Figure 1. Wiring by layer (run 1).
Scale: 3 px per µm. Only two layers are drawn.
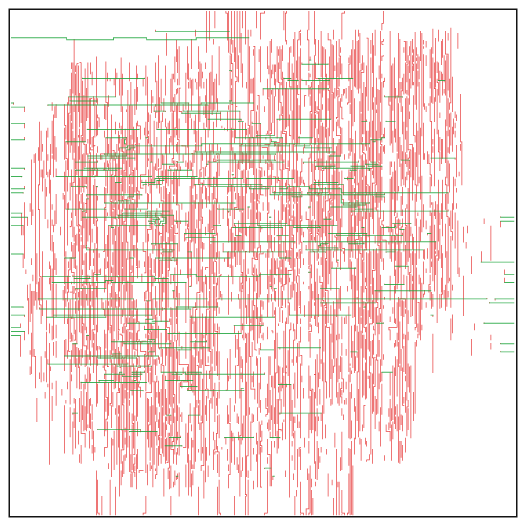
Figure 2. Cells by drive strength (run 1).
Scale: 3 px per µm.
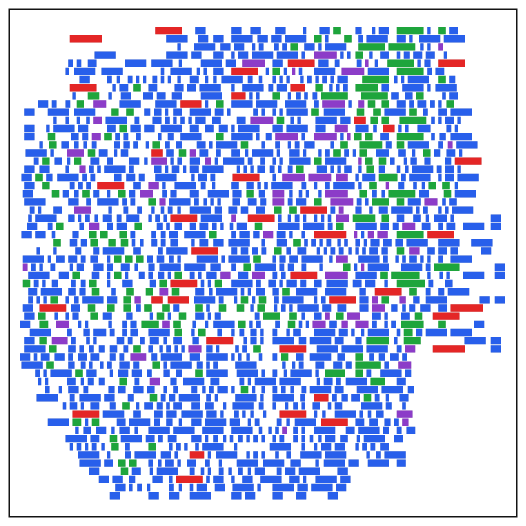
Figure 3. Cell placement (run 1).
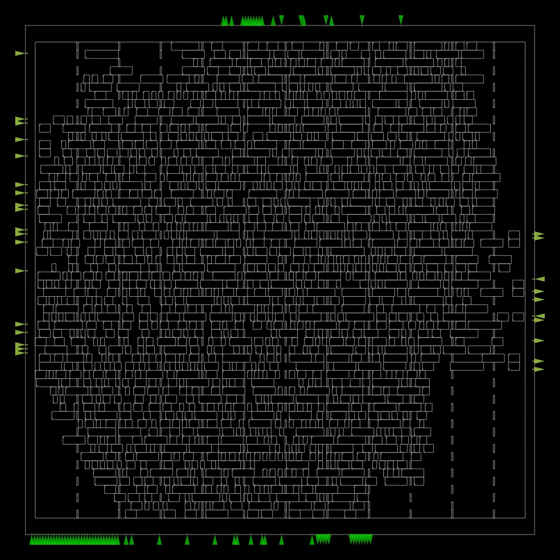
`src/rtl/qar_timer_pkg.sv`:
```
// qar_timer_pkg: register offsets, control/status bit indices and kick magic for qar_timer_wdt
package qar_timer_pkg;
  localparam logic [2:0] REG_CTRL     = 3'd0;
  localparam logic [2:0] REG_STATUS   = 3'd1;
  localparam logic [2:0] REG_COMPARE  = 3'd2;
  localparam logic [2:0] REG_COUNT    = 3'd3;
  localparam logic [2:0] REG_WDT_LOAD = 3'd4;
  localparam logic [2:0] REG_WDT_KICK = 3'd5;
  localparam logic [2:0] REG_PRESCALE = 3'd6;
  localparam int CTRL_TEN      = 0;
  localparam int CTRL_PERIODIC = 1;
  localparam int CTRL_IEN      = 2;
  localparam int CTRL_WEN      = 4;
  localparam int CTRL_WRST_EN  = 5;
  localparam int ST_TFIRED = 0;
  localparam int ST_WEXP   = 2;
  localparam logic [31:0] DEFAULT_KICK_MAGIC = 32'h5A5A_A5A5;
endpackage

```
`src/rtl/qar_prescaler.sv`:
```
// qar_prescaler: counts 0..presc and emits a tick on the terminal count while enabled
module qar_prescaler #(
  parameter int W = 16
) (
  input  logic         clk,
  input  logic         rst,
  input  logic         en,
  input  logic [W-1:0] presc,
  output logic         tick
);
  logic [W-1:0] cnt;
  assign tick = en & (cnt == presc);
  // wrap at the terminal count (or above it, if presc shrank underneath us); hold at 0 when disabled
  always_ff @(posedge clk)
    cnt <= (rst | ~en | (cnt >= presc)) ? '0 : cnt + 1'b1;
endmodule

```
`src/rtl/qar_timer_wdt.sv`:
```
// qar_timer_wdt: bus-mapped prescaled compare timer with a magic-kick down-counting watchdog
module qar_timer_wdt
  import qar_timer_pkg::*;
#(
  parameter int          CNT_WIDTH   = 32,
  parameter int          PRESC_WIDTH = 16,
  parameter logic [31:0] KICK_MAGIC  = DEFAULT_KICK_MAGIC
) (
  input  logic        clk,
  input  logic        rst,
  input  logic        bus_valid,
  input  logic        bus_we,
  input  logic [31:0] bus_addr,
  input  logic [31:0] bus_wdata,
  output logic        bus_ready,
  output logic [31:0] bus_rdata,
  output logic        irq_timer,
  input  logic        irq_timer_ack,
  output logic        wdt_reset_req
);
  logic ten, periodic, ien, wen, wrst_en, tfired, wexp;
  logic [CNT_WIDTH-1:0] compare, count, wdt_load, wcnt;
  logic [PRESC_WIDTH-1:0] prescale;
  logic tick, wr, rd, tfire, wset, wen_rise, kick_ok;
  logic w_ctrl, w_status, w_compare, w_count, w_load, w_kick, w_presc;
  logic [2:0] a;
  logic [31:0] rmux;
  logic unused_addr;
  assign unused_addr = ^{bus_addr[31:5], bus_addr[1:0]};
  assign a = bus_addr[4:2];
  assign wr = bus_valid & bus_we & bus_ready;
  assign rd = bus_valid & ~bus_we & ~bus_ready;
  assign w_ctrl    = wr & (a == REG_CTRL);
  assign w_status  = wr & (a == REG_STATUS);
  assign w_compare = wr & (a == REG_COMPARE);
  assign w_count   = wr & (a == REG_COUNT);
  assign w_load    = wr & (a == REG_WDT_LOAD);
  assign w_kick    = wr & (a == REG_WDT_KICK);
  assign w_presc   = wr & (a == REG_PRESCALE);
  assign tfire    = tick & ten & (count == compare);
  assign wset     = wen & (wcnt == '0);
  assign wen_rise = w_ctrl & bus_wdata[CTRL_WEN] & ~wen;
  assign kick_ok  = w_kick & wen & (bus_wdata == KICK_MAGIC);
  assign irq_timer = tfired & ien;
  qar_prescaler #(.W(PRESC_WIDTH)) u_presc (
    .clk  (clk),
    .rst  (rst),
    .en   (ten | wen),
    .presc(prescale),
    .tick (tick)
  );
  // read-data selection from the current register state
  always_comb begin
    rmux = '0;
    case (a)
      REG_CTRL:     rmux = {26'd0, wrst_en, wen, 1'b0, ien, periodic, ten};
      REG_STATUS:   rmux = {29'd0, wexp, 1'b0, tfired};
      REG_COMPARE:  rmux = 32'(compare);
      REG_COUNT:    rmux = 32'(count);
      REG_WDT_LOAD: rmux = 32'(wdt_load);
      REG_PRESCALE: rmux = 32'(prescale);
      default:      rmux = '0;
    endcase
  end
  // one-cycle ready pulse; read data captured on the edge that raises ready
  always_ff @(posedge clk) begin
    bus_ready <= ~rst & bus_valid & ~bus_ready;
    bus_rdata <= (~rst & rd) ? rmux : '0;
  end
  // plain configuration registers
  always_ff @(posedge clk)
    if (rst) begin
      {periodic, ien, wen, wrst_en} <= '0;
      compare  <= '0;
      wdt_load <= '0;
      prescale <= '0;
    end else begin
      if (w_ctrl) {wrst_en, wen, ien, periodic} <= {bus_wdata[CTRL_WRST_EN], bus_wdata[CTRL_WEN], bus_wdata[CTRL_IEN], bus_wdata[CTRL_PERIODIC]};
      if (w_compare) compare <= bus_wdata[CNT_WIDTH-1:0];
      if (w_load) wdt_load <= bus_wdata[CNT_WIDTH-1:0];
      if (w_presc) prescale <= bus_wdata[PRESC_WIDTH-1:0];
    end
  // timer: a software CTRL/COUNT write wins over the same-cycle tick update
  always_ff @(posedge clk) begin
    ten    <= rst ? 1'b0 : w_ctrl ? bus_wdata[CTRL_TEN] : (tfire & ~periodic) ? 1'b0 : ten;
    count  <= rst ? '0 : w_count ? bus_wdata[CNT_WIDTH-1:0] : (tick & ten) ? (tfire ? (periodic ? '0 : count) : count + 1'b1) : count;
    tfired <= ~rst & (tfire | (tfired & ~(w_status & bus_wdata[ST_TFIRED]) & ~irq_timer_ack));
  end
  // watchdog: reload on enable or valid kick, otherwise count down on ticks and latch expiry
  always_ff @(posedge clk) begin
    wcnt          <= rst ? '0 : (wen_rise | kick_ok) ? wdt_load : (wen & tick & (wcnt != '0)) ? wcnt - 1'b1 : wcnt;
    wexp          <= ~rst & (wset | (wexp & ~(w_status & bus_wdata[ST_WEXP])));
    wdt_reset_req <= ~rst & wset & ~wexp & wrst_en;
  end
endmodule

```
`config.mk`:
```
export PLATFORM = sky130hd
export DESIGN_NAME = qar_timer_wdt
export DESIGN_NICKNAME = d
export VERILOG_FILES = /design/src/rtl/qar_timer_pkg.sv /design/src/rtl/qar_prescaler.sv /design/src/rtl/qar_timer_wdt.sv
export SDC_FILE = /design/constraint.sdc
export NUM_CORES = 1
export LEC_CHECK = 0
export ABC_CLOCK_PERIOD_IN_PS = 2600
export CELL_PAD_IN_SITES_DETAIL_PLACEMENT = 1
export CELL_PAD_IN_SITES_GLOBAL_PLACEMENT = 1
export CORE_MARGIN = 3
export CORE_UTILIZATION = 39
export DETAILED_ROUTE_END_ITERATION = 10
export PLACE_DENSITY = 0.8
export SLEW_MARGIN = 10
export SYNTH_ARGS = -nofsm -noshare
export SYNTH_HDL_FRONTEND = slang
export SYNTH_SLANG_ARGS = --single-unit
```
`constraint.sdc`:
```
create_clock -name clk -period 2.6 [get_ports clk]
set_input_delay 0.26 -clock clk [delete_from_list [all_inputs] [get_ports clk]]
set_output_delay 0.26 -clock clk [all_outputs]
set_load 0.05 [all_outputs]
```
==> flow_summary.html, run 1 <==
<h2>Synthesis and place &amp; route</h2>
<table>
<tr><th>Metric</th><th>Value</th></tr>
<tr><th colspan="2">Setup path</th></tr>
<tr><td>Worst setup path category</td><td>register to register</td></tr>
<tr><td>Critical path capture point type</td><td>register</td></tr>
<tr><td>Register-to-register setup slack</td><td>-0.05 ns</td></tr>
<tr><td>Crit path launch</td><td>prescale[10]</td></tr>
<tr><td>Cell breakdown of the critical path</td><td>inv_2 -&gt; ha_4 -&gt; nand4_1 -&gt; nor4_4 -&gt; buf_4 -&gt; nand2_2 -&gt; buf_6 -&gt; or4_4 -&gt; a21oi_2 -&gt; a21oi_2 -&gt; a211oi_2</td></tr>
<tr><td>Startpoint Class</td><td>register</td></tr>
<tr><td>Highest fanout seen on the critical path</td><td>5</td></tr>
<tr><td>Startpoint of the most critical register-to-register path</td><td>prescale[10]</td></tr>
<tr><td>Maximum cell stage delay along the critical path</td><td>0.48 ns</td></tr>
<tr><td>Required @ worst endpoint</td><td>3.05 ns</td></tr>
<tr><td>Worst reg2reg endpoint</td><td>count[12]</td></tr>
<tr><td>Data arrival time of the critical path</td><td>3.10 ns</td></tr>
<tr><th colspan="2">Synth</th></tr>
<tr><td>Cell count after synthesis</td><td>1299</td></tr>
<tr><td>Synth Area per Inst</td><td>7.95 µm²</td></tr>
<tr><td>Area fraction in and, or, nand and nor cells</td><td>25.7%</td></tr>
<tr><td>Number of standard cells reported by yosys</td><td>1299</td></tr>
<tr><td>Area figure in the yosys stat output</td><td>0.0103 mm²</td></tr>
<tr><td>Tally of unique sky130hd cells used after synthesis</td><td>70</td></tr>
<tr><td>Sequential share of the synthesized area</td><td>39.0%</td></tr>
<tr><td>Top cells by area</td><td>sky130_fd_sc_hd__dfxtp_1 (39%), sky130_fd_sc_hd__nand2_1 (7.9%), sky130_fd_sc_hd__a21oi_1 (6.5%)</td></tr>
<tr><td>Most frequently used cell type in the post-synthesis netlist</td><td>sky130_fd_sc_hd__nand2_1</td></tr>
<tr><td>Synthesized-area fraction occupied by ao, oa, aoi and oai cells</td><td>16.8%</td></tr>
<tr><td>Post-synthesis sequential element count</td><td>201</td></tr>
<tr><td>Combined area of all synthesized cells</td><td>0.0103 mm²</td></tr>
<tr><td>Proportion of netlist area held by the largest area contributor</td><td>39.0%</td></tr>
<tr><td>YS warnings</td><td>0</td></tr>
<tr><th colspan="2">Timing</th></tr>
<tr><td>Worst path setup slack after routing</td><td>-0.0460 ns</td></tr>
<tr><td>Final slew viol count</td><td>0</td></tr>
<tr><td>Finish-stage setup viols</td><td>7</td></tr>
<tr><td>Slew @ Worst Pin</td><td>0.721 ns</td></tr>
<tr><td>FMAX</td><td>0.378 GHz</td></tr>
<tr><td>Final hold violation count</td><td>0</td></tr>
<tr><td>Final worst-path cycle share</td><td>102%</td></tr>
<tr><td>Worst hold margin</td><td>0.279 ns</td></tr>
<tr><td>Post-layout min period</td><td>2.65 ns</td></tr>
<tr><td>Setup TNS Final</td><td>-0.153 ns</td></tr>
<tr><th colspan="2">GRT</th></tr>
<tr><td>Global-route track usage on met3</td><td>3.95%</td></tr>
<tr><td>Initial antenna violation count</td><td>0</td></tr>
<tr><td>Global-route wire length before repair</td><td>63300 µm</td></tr>
<tr><td>Fraction of met1 tracks used by global routing</td><td>37.4%</td></tr>
<tr><td>Global routing's busiest layer</td><td>met2</td></tr>
<tr><th colspan="2">Pwr</th></tr>
<tr><td>Final Power</td><td>0.00775 W</td></tr>
<tr><td>Pwr dens</td><td>568 mW/mm²</td></tr>
<tr><td>Share of power burned in combinational logic</td><td>11.5%</td></tr>
<tr><td>Seq pwr share</td><td>40.6%</td></tr>
<tr><td>Net switching power of the design</td><td>0.00200 W</td></tr>
<tr><th colspan="2">Placed design</th></tr>
<tr><td>Last weighted congestion value of the routability-driven placer</td><td>0.952</td></tr>
<tr><td>Total of buffers placed on input and output ports</td><td>74</td></tr>
<tr><td>Area of placed instances</td><td>0.0122 mm²</td></tr>
<tr><th colspan="2">Drt</th></tr>
<tr><td>Remaining antenna violation count</td><td>0</td></tr>
<tr><td>Ratio of routed vias to standard cells</td><td>6.00</td></tr>
<tr><td>Remaining DRCs</td><td>0</td></tr>
<tr><td>Met2 wire length</td><td>20700 µm</td></tr>
<tr><td>Highest routed layer</td><td>met4</td></tr>
<tr><td>Number of detailed-routing iterations run before antenna repair</td><td>5</td></tr>
<tr><td>Detailed router's first-iteration violation count</td><td>1095</td></tr>
<tr><td>Met1 routed wirelength after detailed routing</td><td>17700 µm</td></tr>
<tr><th colspan="2">Clock tree</th></tr>
<tr><td>Total of cells resized after clock tree synthesis</td><td>33</td></tr>
<tr><td>Clk root buf</td><td>sky130_fd_sc_hd__clkbuf_16</td></tr>
<tr><td>Number of buffers added to fix hold violations after cts</td><td>0</td></tr>
<tr><td>Clock tree from TritonCTS</td><td>done</td></tr>
<tr><td>CTS max path bufs</td><td>3</td></tr>
<tr><td>CTS H-tree lvls</td><td>1</td></tr>
<tr><td>Clk pin slew, worst setup/hold paths</td><td>0.07 ns</td></tr>
<tr><th colspan="2">Die</th></tr>
<tr><td>Core outline area</td><td>0.0256 mm²</td></tr>
<tr><td>Die Span Y</td><td>169 µm</td></tr>
<tr><td>Pre-placement core utilization</td><td>40.3%</td></tr>
<tr><td>Chip area</td><td>0.0285 mm²</td></tr>
<tr><th colspan="2">Final layout</th></tr>
<tr><td>Clock network contribution to total cell area</td><td>6.33%</td></tr>
<tr><td>Plain + repair buffers</td><td>229</td></tr>
<tr><td>Logic share of the area</td><td>46.0%</td></tr>
<tr><td>N_diodes</td><td>0</td></tr>
<tr><td>Register cell area after layout</td><td>0.00404 mm²</td></tr>
<tr><td>Clock buf count</td><td>31</td></tr>
<tr><td>Dominant kind of cell by area</td><td>combinational gates</td></tr>
<tr><td>Layout area overhead</td><td>32.1%</td></tr>
<tr><td>Multi-Input Combinational</td><td>977</td></tr>
<tr><td>Multi-input gate area</td><td>0.00627 mm²</td></tr>
<tr><td>Layout buffering overhead excluding clock cells</td><td>14.2%</td></tr>
<tr><td>Non-clk invs</td><td>31</td></tr>
<tr><th colspan="2">Flow run</th></tr>
<tr><td>OpenROAD warning count</td><td>57</td></tr>
<tr><td>Maximum capacitance violations</td><td>0</td></tr>
<tr><th colspan="2">Outcome</th></tr>
<tr><td>Status</td><td>finished with violations</td></tr>
<tr><td>Violations in the final reports</td><td>setup timing</td></tr>
<tr><th colspan="2">Min path</th></tr>
<tr><td>Class of the worst hold path</td><td>primary input to register</td></tr>
</table>
Back to the opening pictures, Figure 1:
- green: met3 (wire length 2900 µm)
- red: met2 (wire length 20.7 mm)
routed wirelength normalized by instance count: 23.7 µm
vias: 10900
drt total wl: 42900 µm
Total GRT Usage: 28.0%

Back to the opening pictures, Figure 2:
- red: drive 6 and up (cells 39)
- blue: drive 1 or less (cells 1187)
- purple: drive 2 (cells 73)
- green: drive 3 to 4 (cells 183)

Back to the opening pictures, Figure 3:
Site Rows: 58
share of the core filled with cells: 53.2%
filler-free cell count of the finished design: 1812
count of filler cells inserted in the layout: 3030
FFs & Latches: 201

run 1: how the worst min path moves through the flow:
stage,startpoint,end,slack (ns),depth (start not counted)
final,rst,wen,0.28,2
after global routing,rst,wrst_en,0.29,2
after CTS,rst,wrst_en,0.24,2
after detailed placement,prescale[2],prescale[2],0.45,2
after global placement,prescale[2],prescale[2],0.44,2
after floorplan,rst,bus_ready,0.35,1
run 1: layout by cell type, fill, tap and decap left out, types with 15 or more instances in the layout:
master / instances
sky130_fd_sc_hd__nand4_1: 29
sky130_fd_sc_hd__clkbuf_16: 25
sky130_fd_sc_hd__buf_4: 150
sky130_fd_sc_hd__o22a_1: 15
sky130_fd_sc_hd__a211oi_1: 24
sky130_fd_sc_hd__dfxtp_1: 189
sky130_fd_sc_hd__mux2i_1: 52
sky130_fd_sc_hd__clkdlybuf4s50_1: 72
sky130_fd_sc_hd__a21oi_1: 129
sky130_fd_sc_hd__nand2_1: 210
sky130_fd_sc_hd__nor3_1: 19
sky130_fd_sc_hd__nor2_1: 137
sky130_fd_sc_hd__inv_1: 24
sky130_fd_sc_hd__nand3_1: 39
sky130_fd_sc_hd__xnor2_1: 61
run 1: critical path, delay by kind of cell, from the launching register on:
kind                       cells  cell delay (ns)
adders and majority gates      1             0.27
DFF                            1             0.35
AOI/OAI and AO/OA              3             0.41
buffers and inverters          3             0.42
and+or+nand+nor                4             1.11
run 1: power by group through the flow:
stage / Clock [W] / Combinational [W] / Sequential [W]
2_1_floorplan: 0 / 0.000402 / 0.00321
3_3_place_gp: 0 / 0.000812 / 0.00321
3_5_place_dp: 0 / 0.000821 / 0.00322
4_1_cts: 0.00372 / 0.000840 / 0.00315
5_1_grt: 0.00385 / 0.000930 / 0.00315
6_report: 0.00371 / 0.000890 / 0.00315
--- run 2 (diff from run 1) ---
--- a/config.mk
+++ b/config.mk
@@ -12,7 +12,7 @@
 export CORE_UTILIZATION = 39
 export DETAILED_ROUTE_END_ITERATION = 10
 export PLACE_DENSITY = 0.8
-export SLEW_MARGIN = 10
+export SLEW_MARGIN = 20
 export SYNTH_ARGS = -nofsm -noshare
 export SYNTH_HDL_FRONTEND = slang
 export SYNTH_SLANG_ARGS = --single-unit
Figure 4. Nets reached from selected ports (run 2).
Scale: 1.5 px per µm.
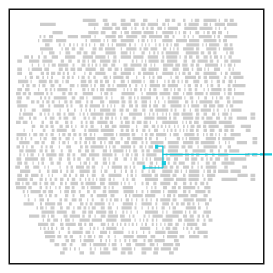
- cyan: `bus_valid` (direction input; edge east; end cells 3; buffers 1; wire 105 µm)
total of buffers placed on input and output ports: 74
number of top-level pins: 104

Figure 5. Cell placement (run 2).
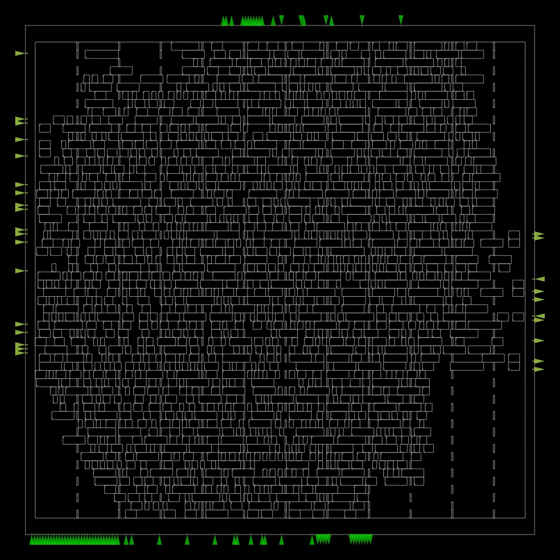
fraction of area in registers: 29.6%
core outline area: 0.0256 mm²
inserted tap cell count: 330

Figure 6. Cells by drive strength (run 2).
Scale: 3 px per µm.
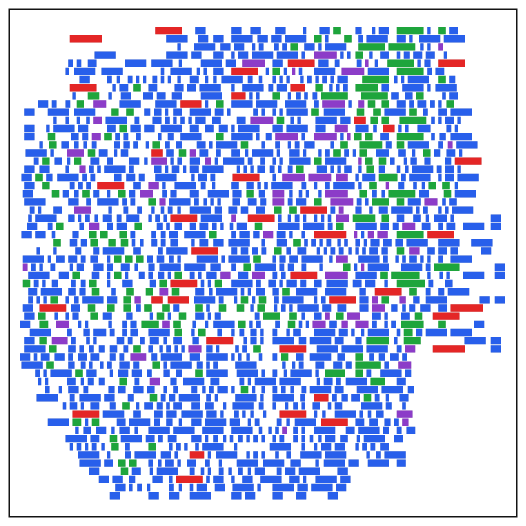
- blue: drive 1 or less (cells 1187)
- purple: drive 2 (cells 73)
- red: drive 6 and up (cells 39)
- green: drive 3 to 4 (cells 183)

==> flow_summary.html, run 2 <==
<h2>Synthesis and place &amp; route</h2>
<table>
<tr><th>Metric</th><th>Value</th></tr>
<tr><th colspan="2">Clock tree</th></tr>
<tr><td>Number of buffers added to fix hold violations after cts</td><td>0 (unchanged)</td></tr>
<tr><td>CTS max path bufs</td><td>3 (unchanged)</td></tr>
<tr><td>Clk pin slew, worst setup/hold paths</td><td>0.07 ns (about the same)</td></tr>
<tr><td>CTS H-tree lvls</td><td>1 (unchanged)</td></tr>
<tr><td>Clk root buf</td><td>sky130_fd_sc_hd__clkbuf_16</td></tr>
<tr><td>Clock buffers created by TritonCTS</td><td>24</td></tr>
<tr><td>Clock sinks</td><td>201</td></tr>
<tr><td>Later-pin clock latency in the skew report</td><td>0.53 ns</td></tr>
<tr><td>Clock tree from TritonCTS</td><td>done</td></tr>
<tr><th colspan="2">GRT</th></tr>
<tr><td>Pin count of the biggest net entering global routing</td><td>57</td></tr>
<tr><td>GR Overflow Total</td><td>0</td></tr>
<tr><td>Total GRT Usage</td><td>28.0% (unchanged)</td></tr>
<tr><td>Initial antenna violation count</td><td>0 (unchanged)</td></tr>
<tr><td>Global-route wire length before repair</td><td>63300 µm (unchanged)</td></tr>
<tr><td>Vias in the first global route</td><td>10900</td></tr>
<tr><th colspan="2">Timing</th></tr>
<tr><td>Post-layout min period</td><td>2.65 ns (unchanged)</td></tr>
<tr><td>RSZ-0062 raised after global routing</td><td>yes</td></tr>
<tr><td>Final worst-path cycle share</td><td>102% (unchanged)</td></tr>
<tr><td>Slew @ Worst Pin</td><td>0.721 ns (unchanged)</td></tr>
<tr><td>Finish-stage setup viols</td><td>7 (unchanged)</td></tr>
<tr><td>Final slew viol count</td><td>0 (unchanged)</td></tr>
<tr><td>Headroom to the max-slew limit</td><td>51.2%</td></tr>
<tr><td>Worst setup skew after layout</td><td>0.0192 ns</td></tr>
<tr><td>FMAX</td><td>0.378 GHz (unchanged)</td></tr>
<tr><td>Worst path setup slack after routing</td><td>-0.0460 ns (unchanged)</td></tr>
<tr><td>Setup TNS Final</td><td>-0.153 ns (unchanged)</td></tr>
<tr><td>Final hold violation count</td><td>0 (unchanged)</td></tr>
<tr><th colspan="2">Min path</th></tr>
<tr><td>Class of the worst hold path</td><td>primary input to register</td></tr>
<tr><td>Hold path startpoint</td><td>rst</td></tr>
<tr><td>Hold Crit Depth</td><td>2 (unchanged)</td></tr>
<tr><td>Endpoint, Worst Hold</td><td>wen</td></tr>
<tr><th colspan="2">Setup path</th></tr>
<tr><td>Maximum cell stage delay along the critical path</td><td>0.48 ns (about the same)</td></tr>
<tr><td>Data arrival time of the critical path</td><td>3.10 ns (about the same)</td></tr>
<tr><td>Most common cell on crit path</td><td>sky130_fd_sc_hd__a21oi_2</td></tr>
<tr><td>Cell breakdown of the critical path</td><td>inv_2 -&gt; ha_4 -&gt; nand4_1 -&gt; nor4_4 -&gt; buf_4 -&gt; nand2_2 -&gt; buf_6 -&gt; or4_4 -&gt; a21oi_2 -&gt; a21oi_2 -&gt; a211oi_2</td></tr>
<tr><td>Crit path launch</td><td>prescale[10]</td></tr>
<tr><td>Crit path buf inv count</td><td>3 (unchanged)</td></tr>
<tr><td>Required @ worst endpoint</td><td>3.05 ns (about the same)</td></tr>
<tr><td>Critical path capture point type</td><td>register</td></tr>
<tr><td>Register-to-register setup slack</td><td>-0.05 ns (about the same)</td></tr>
<tr><td>Highest fanout seen on the critical path</td><td>5 (unchanged)</td></tr>
<tr><td>Worst reg-to-reg path cell count</td><td>11</td></tr>
<tr><td>Highest-delay cell along the critical path</td><td>sky130_fd_sc_hd__or4_4</td></tr>
<tr><td>Startpoint of the most critical register-to-register path</td><td>prescale[10]</td></tr>
<tr><td>Worst reg2reg endpoint</td><td>count[12]</td></tr>
<tr><td>Worst setup path category</td><td>register to register</td></tr>
<tr><td>Cell family with the largest share of critical-path delay</td><td>simple AND/OR/NAND/NOR gates</td></tr>
<tr><td>Startpoint Class</td><td>register</td></tr>
<tr><th colspan="2">Final layout</th></tr>
<tr><td>Fraction of final layout cells sized beyond drive strength 1</td><td>19.9%</td></tr>
<tr><td>Share of the core filled with cells</td><td>53.2% (unchanged)</td></tr>
<tr><td>N_diodes</td><td>0 (unchanged)</td></tr>
<tr><td>Most frequent logic cell in the layout</td><td>sky130_fd_sc_hd__nand2_1</td></tr>
<tr><td>Layout area overhead</td><td>32.1% (unchanged)</td></tr>
<tr><td>Layout Nets</td><td>1552</td></tr>
<tr><td>Count of filler cells inserted in the layout</td><td>3030 (unchanged)</td></tr>
<tr><td>Most common logic cells in the final layout</td><td>sky130_fd_sc_hd__nand2_1 (210), sky130_fd_sc_hd__dfxtp_1 (189), sky130_fd_sc_hd__buf_4 (150)</td></tr>
<tr><td>Register cell area after layout</td><td>0.00404 mm² (unchanged)</td></tr>
<tr><td>Non-Filler Cell Area, Final</td><td>0.0136 mm²</td></tr>
<tr><td>Multi-input gate area</td><td>0.00627 mm² (unchanged)</td></tr>
<tr><th colspan="2">Pwr</th></tr>
<tr><td>Final Power</td><td>0.00775 W (unchanged)</td></tr>
<tr><td>Leakage power total</td><td>4.85 nW</td></tr>
<tr><td>Pwr dens</td><td>568 mW/mm² (unchanged)</td></tr>
<tr><td>VDD IR max</td><td>502 µV</td></tr>
<tr><th colspan="2">Synth</th></tr>
<tr><td>Synth Area per Inst</td><td>7.95 µm² (unchanged)</td></tr>
<tr><td>XOR/XNOR Area Share</td><td>6.28%</td></tr>
<tr><td>Top cells by area</td><td>sky130_fd_sc_hd__dfxtp_1 (39%), sky130_fd_sc_hd__nand2_1 (7.9%), sky130_fd_sc_hd__a21oi_1 (6.5%)</td></tr>
<tr><td>Comb area leader</td><td>simple AND/OR/NAND/NOR gates</td></tr>
<tr><td>Proportion of netlist area held by the largest area contributor</td><td>39.0% (unchanged)</td></tr>
<tr><td>Number of standard cells reported by yosys</td><td>1299 (unchanged)</td></tr>
<tr><td>Count of flip-flops with a built-in enable after synthesis</td><td>0</td></tr>
<tr><td>Cell count after synthesis</td><td>1299 (unchanged)</td></tr>
<tr><td>List of most frequent post-synthesis cells</td><td>sky130_fd_sc_hd__nand2_1 (216), sky130_fd_sc_hd__dfxtp_1 (201), sky130_fd_sc_hd__nor2_1 (138), sky130_fd_sc_hd__a21oi_1 (134), sky130_fd_sc_hd__clkbuf_1 (73)</td></tr>
<tr><td>Adder and majority cell fraction of the synthesized area</td><td>2.30%</td></tr>
<tr><td>Mux contribution to synthesized area</td><td>5.48%</td></tr>
<tr><td>Combined area of all synthesized cells</td><td>0.0103 mm² (unchanged)</td></tr>
<tr><td>YS warnings</td><td>0 (unchanged)</td></tr>
<tr><td>Tally of unique sky130hd cells used after synthesis</td><td>70 (unchanged)</td></tr>
<tr><td>Post-synthesis sequential element count</td><td>201 (unchanged)</td></tr>
<tr><td>Commonest flop</td><td>sky130_fd_sc_hd__dfxtp_1</td></tr>
<tr><td>Sequential share of the synthesized area</td><td>39.0% (unchanged)</td></tr>
<tr><td>Synthesized-area fraction occupied by ao, oa, aoi and oai cells</td><td>16.8% (unchanged)</td></tr>
<tr><td>Area fraction in and, or, nand and nor cells</td><td>25.7% (unchanged)</td></tr>
<tr><td>Most frequently used cell type in the post-synthesis netlist</td><td>sky130_fd_sc_hd__nand2_1</td></tr>
<tr><td>Cell type with the highest aggregate area in the netlist</td><td>sky130_fd_sc_hd__dfxtp_1</td></tr>
<tr><td>Async set-or-reset flop fraction in the synthesized netlist</td><td>0%</td></tr>
<tr><td>Total nets after synthesis</td><td>1387</td></tr>
<tr><td>Area figure in the yosys stat output</td><td>0.0103 mm² (unchanged)</td></tr>
<tr><th colspan="2">Placed design</th></tr>
<tr><td>Half-perimeter wire length of the detailed placement result</td><td>28800 µm</td></tr>
<tr><td>Area of placed instances</td><td>0.0122 mm² (unchanged)</td></tr>
<tr><td>Place WS</td><td>-0.209 ns</td></tr>
<tr><td>Last weighted congestion value of the routability-driven placer</td><td>0.952 (unchanged)</td></tr>
<tr><th colspan="2">Flow run</th></tr>
<tr><td>Maximum capacitance violations</td><td>0 (unchanged)</td></tr>
<tr><td>OpenROAD warning count</td><td>57 (unchanged)</td></tr>
<tr><th colspan="2">Drt</th></tr>
<tr><td>Vias</td><td>10900 (unchanged)</td></tr>
<tr><td>Number of detailed-routing iterations run before antenna repair</td><td>5 (unchanged)</td></tr>
<tr><td>Drt total wl</td><td>42900 µm (unchanged)</td></tr>
<tr><td>Remaining DRCs</td><td>0 (unchanged)</td></tr>
<tr><td>Routed wirelength normalized by instance count</td><td>23.7 µm (unchanged)</td></tr>
<tr><td>Detailed router's first-iteration violation count</td><td>1095 (unchanged)</td></tr>
<tr><td>Ratio of routed vias to standard cells</td><td>6.00 (unchanged)</td></tr>
<tr><td>Remaining antenna violation count</td><td>0 (unchanged)</td></tr>
<tr><th colspan="2">Die</th></tr>
<tr><td>Chip area</td><td>0.0285 mm² (unchanged)</td></tr>
<tr><td>Site Rows</td><td>58 (unchanged)</td></tr>
<tr><td>Die Span Y</td><td>169 µm (unchanged)</td></tr>
<tr><td>Horizontal extent of the die</td><td>169 µm</td></tr>
<tr><td>Pre-placement core utilization</td><td>40.3% (unchanged)</td></tr>
<tr><th colspan="2">Outcome</th></tr>
<tr><td>Status</td><td>finished with violations</td></tr>
<tr><td>Violations in the final reports</td><td>setup timing</td></tr>
</table>
## run 2: cell counts in the layout (fill, tap and decap cells not counted)
No cell type changed its count.
## run 2: worst max-delay path by stage
stage	cells past startpoint	slack [ns]	endpoint
floorplan	7	0.09	wcnt[20]
global placement	11	-0.13	wcnt[9]
detailed placement	11	-0.21	wcnt[9]
CTS	11	-0.0006	wcnt[17]
global route	11	-0.15	wcnt[15]
finish	11	-0.05	count[12]
## run 2: cell type report
class	instances	share of cell area [%]
clock buffers	31	5.05
clock inverters	13	1.28
inverters	31	0.853
multi-input cells	977	46.0
flip-flops and latches	201	29.6
well taps	330	3.03
repair buffers	229	14.2
## run 2: what timing repair did
item | CTS | global route
setup endpoints to repair | 40 | 69
gates cloned | 0 | 0
pin swaps | 14 | 23
gates resized | 33 | 51
setup buffers | 6 | 8
## run 2: kinds of logic after synthesis
kind of cell             after synthesis
AND/OR/NAND/NOR                      552
AND-OR/OR-AND                        276
flip-flops                           201
buffers and inverters                121
XOR/XNOR                              74
multiplexers                          56
adder cells (fa/ha/maj)               19
## run 2: metal layers
layer  vias up  track usage (%)  share of wire, %
met1      5411             37.4                41
met2       452             46.9                48
met5         -                0                 0
li1       4901                -                 -
met3       108             3.95               6.8
met4         0             8.72               3.8
## run 2: power breakdown
group          switching, W  internal (W)
Clock               0.00144       0.00227
Combinational      0.000522      0.000368
Sequential        0.0000372       0.00311
## run 2: metrics by stage
| step | hold slack (ns) | instances |
|---|---|---|
| 3_3_place_gp | 0.443 | 1755 |
| 4_1_cts | 0.243 | 1805 |
| 5_1_grt | 0.286 | 1812 |
| 6_report | 0.279 | 1812 |
| 3_5_place_dp | 0.450 | 1755 |
| 2_1_floorplan | 0.348 | 1299 |
No activity file was given, so power comes from the tool's default toggle rates.
